==> config.mk <==
export PLATFORM = sky130hd
export DESIGN_NAME = mmio_led_gpio_flat
export DESIGN_NICKNAME = d
export VERILOG_FILES = /design/src/rtl/core_bus_pkg.sv /design/src/rtl/mmio_led_gpio_if.sv /design/src/rtl/mmio_led_gpio_sync.sv /design/src/rtl/mmio_led_gpio.sv /design/src/flat_wrapper.sv
export SDC_FILE = /design/constraint.sdc
export NUM_CORES = 1
export LEC_CHECK = 0
export CAP_MARGIN = 0
export CORE_UTILIZATION = 52
export DETAILED_ROUTE_END_ITERATION = 10
export GPL_ROUTABILITY_DRIVEN = 0
export PLACE_DENSITY = 0.87
export SYNTH_ARGS = -nofsm -noshare
export SYNTH_HDL_FRONTEND = slang
export SYNTH_SLANG_ARGS = --single-unit
==> constraint.sdc <==
create_clock -name clk -period 3.13 [get_ports clk]
set_input_delay 0.626 -clock clk [delete_from_list [all_inputs] [get_ports clk]]
set_output_delay 0.626 -clock clk [all_outputs]
set_load 0.005 [all_outputs]
Run 1, where the registers sit:
Drawn at 4 px/um.
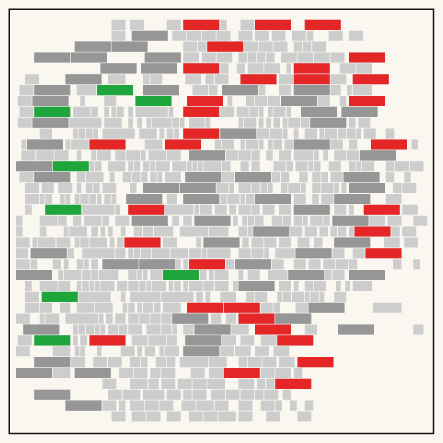
Green stands for u_core.out_q, flops 8. Red stands for u_core.div_q, flops 32.
Another 65 sequential cells are not coloured.
Post-Route Utilization: 69.65%
seq pwr: 1.37 mW
sequential cell area share: 36.38%
FF/Latch Area: 2628 um^2

Run 1, clock nets:
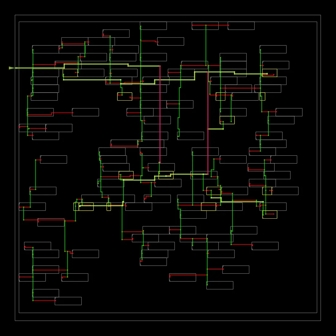
Final Skew: 0.009104 ns
Clk power: 0.765 mW
clock buffer count: 11
flip-flops: 105
cts bufs inserted: 9

Run 1, I/O nets highlighted:
Drawn at 4 px/um.
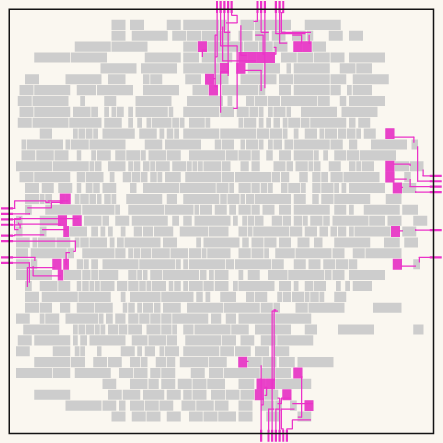
Magenta stands for bus_rd_data, bits 32, direction output, end cells 32, buffers 32, wire 547 um.
# port buffers: 114
IO Count: 117

==> out/metrics.yaml, run 1 <==
outcome: "finished, final reports clean"
clockBufferDepth: 2
compound_area_share_pct: 5.570
adder_share_pct: 3.803
setup_ws_ns: 0.1032
ys_seq_share_pct: 46.98
relSlewSlack_pct: 37.17
cp.depth: 8
wl_per_cell_um: 17.29
grt_pass1_vias: 4800
ys.flop_type: "dfrtp_1"
fin_crit_ns: 3.027
critical_path.top_delay_family: "simple AND/OR/NAND/NOR gates"
ir_worst_vdd_mv: 0.3152
met3_usage_pct: 7.112
arrival_ns: 2.40
cts_tree: "built"
grt_pass1_wl_um: 23140
drt_iter0_drc: 258
drc_errors: 0
grt_use_met2_pct: 45.70
critPathMaxStageDelay_ns: 0.41
xor_share_pct: 10.96
p_leak_nw: 3.427
most-common-layout-cells: "dfrtp_1, clkdlybuf4s50_1, xor2_1"
max_freq_mhz: 330.4
cts.sinks: 105
top_cell: "dfrtp_1"
vias_per_cell: 5.588
final_max_slew_viol_count: 0
hpwlAfterDp_um: 10220
m1WireLength_um: 5565
switching_share_pct: 23.27
routed_wl_um: 13940
ys_async_sr_fraction_pct: 100.0
n_fill_cell: 742
hold_path_class: "input pin to async pin"
crit_type: "input pin to output port"
initCoreUtil_pct: 53.93
largestClassByArea: "logic gates"
r2r.worst_path.cells: 6
fin_tns_setup_ns: 0
clkCellAreaFrac_pct: 2.338
topCellsByArea: "dfrtp_1, xor2_1, mux2_2"
fp_nets: 623
power.total_mw: 2.345
synth_top_cell_by_area: "dfrtp_1"
p_seq_share_pct: 58.4
cts_resized: 36
nWellTaps: 136
comb_area_um2: 2775
antenna_found_initial: 0
Run 1, cell area per tile:
Drawn at 2 px/um. The die is cut into 11 by 11 equal tiles; dark purple is low, yellow is high, 0 to 100% covered.
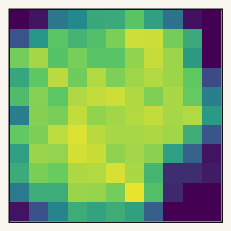

==> run 1 -> run 2 <==
--- a/config.mk
+++ b/config.mk
@@ -6,7 +6,9 @@
 export NUM_CORES = 1
 export LEC_CHECK = 0
 export CAP_MARGIN = 0
-export CORE_UTILIZATION = 52
+export CELL_PAD_IN_SITES_DETAIL_PLACEMENT = 0
+export CELL_PAD_IN_SITES_GLOBAL_PLACEMENT = 2
+export CORE_UTILIZATION = 33
 export DETAILED_ROUTE_END_ITERATION = 10
 export GPL_ROUTABILITY_DRIVEN = 0
 export PLACE_DENSITY = 0.87
Run 2, cell area per tile:
Drawn at 2 px/um. The die is cut into 13 by 13 equal tiles; dark purple is low, yellow is high, 0 to 100% covered.
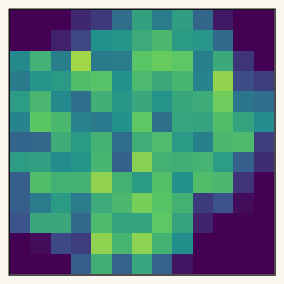
16% of the tiles are nearly empty. The mean over all tiles is 43%. The fullest tile reaches 86%. 5.3% of the tiles are over 75% full. The emptiest ninth of the die: south-east.
Core Region: 16580 um^2
Post-Route Utilization: 46.47%
Pre-Place Util: 33.73%

==> out/metrics.yaml, run 2 <==
combPwrFrac_pct: 7.8  # was 9.0%
crit_type: "input pin to output port"  # unchanged
clockBufferDepth: 2  # unchanged
comb_area_um2: 2799  # was 2775 um^2
clkCellAreaFrac_pct: 3.945  # was 2.338%
h-tree-depth: 3  # unchanged
placed_cells: 880  # was 788
fin_crit_ns: 3.098  # was 3.027 ns
wl_met3_um: 455  # was 792 um
wl_per_cell_um: 16.80  # was 17.29 um
setup_ws_ns: 0.03195  # was 0.1032 ns
critPathMaxStageDelay_ns: 0.41  # about the same
adder_share_pct: 3.803  # unchanged
nWellTaps: 220  # was 136
relSlewSlack_pct: 47.90  # was 37.17%
cts_resized: 42  # was 36
cts_tree: "built"  # unchanged
synth_top_cell_by_area: "dfrtp_1"  # unchanged
reg2reg_slack_ns: 0.61  # was 0.57 ns
vias_per_cell: 4.832  # was 5.588
compound_area_share_pct: 5.570  # unchanged
critical_path.top_delay_family: "simple AND/OR/NAND/NOR gates"  # unchanged
p_seq_share_pct: 49.8  # was 58.4%
outcome: "finished, final reports clean"  # unchanged
drc_errors: 0  # unchanged
n_fill_cell: 1599  # was 742
ff_count: 105  # unchanged
xor_share_pct: 10.96  # unchanged
antenna_found_initial: 0  # unchanged
topCellsByArea: "dfrtp_1, xor2_1, mux2_2"  # unchanged
io_pins: 117  # unchanged
most-common-layout-cells: "dfrtp_1, clkdlybuf4s50_1, xor2_1"  # unchanged
grt_pass1_wl_um: 23790  # was 23140 um
antenna_cells: 0  # unchanged
antenna_left: 0  # unchanged
final.clkbuf_count: 11  # unchanged
port_buffers: 114  # unchanged
nonClockBufferCount: 158  # was 145
m1WireLength_um: 6617  # was 5565 um
dieHeight_um: 132.2  # was 105.7 um
largestClassByArea: "logic gates"  # unchanged
arrival_ns: 2.47  # was 2.40 ns
start_kind: "input pin"  # unchanged
first_pass_iters: 4  # was 5
drt_iter0_drc: 129  # was 258
r2r.worst_path.cells: 6  # unchanged
max_freq_mhz: 322.8  # was 330.4 MHz
seq_power_mw: 1.37  # about the same
met3_usage_pct: 3.576  # was 7.112%
tool_warnings: 37  # unchanged
fin_tns_setup_ns: 0  # unchanged
switchingPower_mw: 0.6086  # was 0.5456 mW
sh_seq_area_pct: 34.10  # was 36.38%
power.total_mw: 2.748  # was 2.345 mW
routed_wl_um: 15190  # was 13940 um
grt_pass1_vias: 4652  # was 4800
cts_made_buffers: 9  # unchanged
final_max_slew_viol_count: 0  # unchanged
nMultiInputCombCells: 367  # unchanged
fp_nets: 623  # unchanged
ys_seq_share_pct: 46.98  # unchanged
switching_share_pct: 22.15  # was 23.27%
cp.depth: 9  # was 8
hold_path_class: "input pin to async pin"  # unchanged
ir_worst_vdd_mv: 0.3207  # was 0.3152 mV
ys.flop_type: "dfrtp_1"  # unchanged
hpwlAfterDp_um: 10940  # was 10220 um
top_cell: "dfrtp_1"  # unchanged
p_leak_nw: 3.791  # was 3.427 nW
ys_async_sr_fraction_pct: 100.0  # unchanged
seqCellArea_um2: 2628  # unchanged
power.density_nw_per_um2: 356.6  # was 324.6 nW/um^2
grt_use_met2_pct: 31.57  # was 45.70%
syn_area_um2: 5593  # unchanged
Run 2, clock nets:
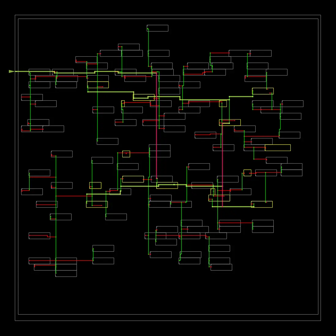
Clk power: 1.16 mW
number of clock sinks: 105
Final Skew: 0.01492 ns
clk ins delay skew pair: 0.36 ns

Power is estimated from default activity; no workload was simulated.
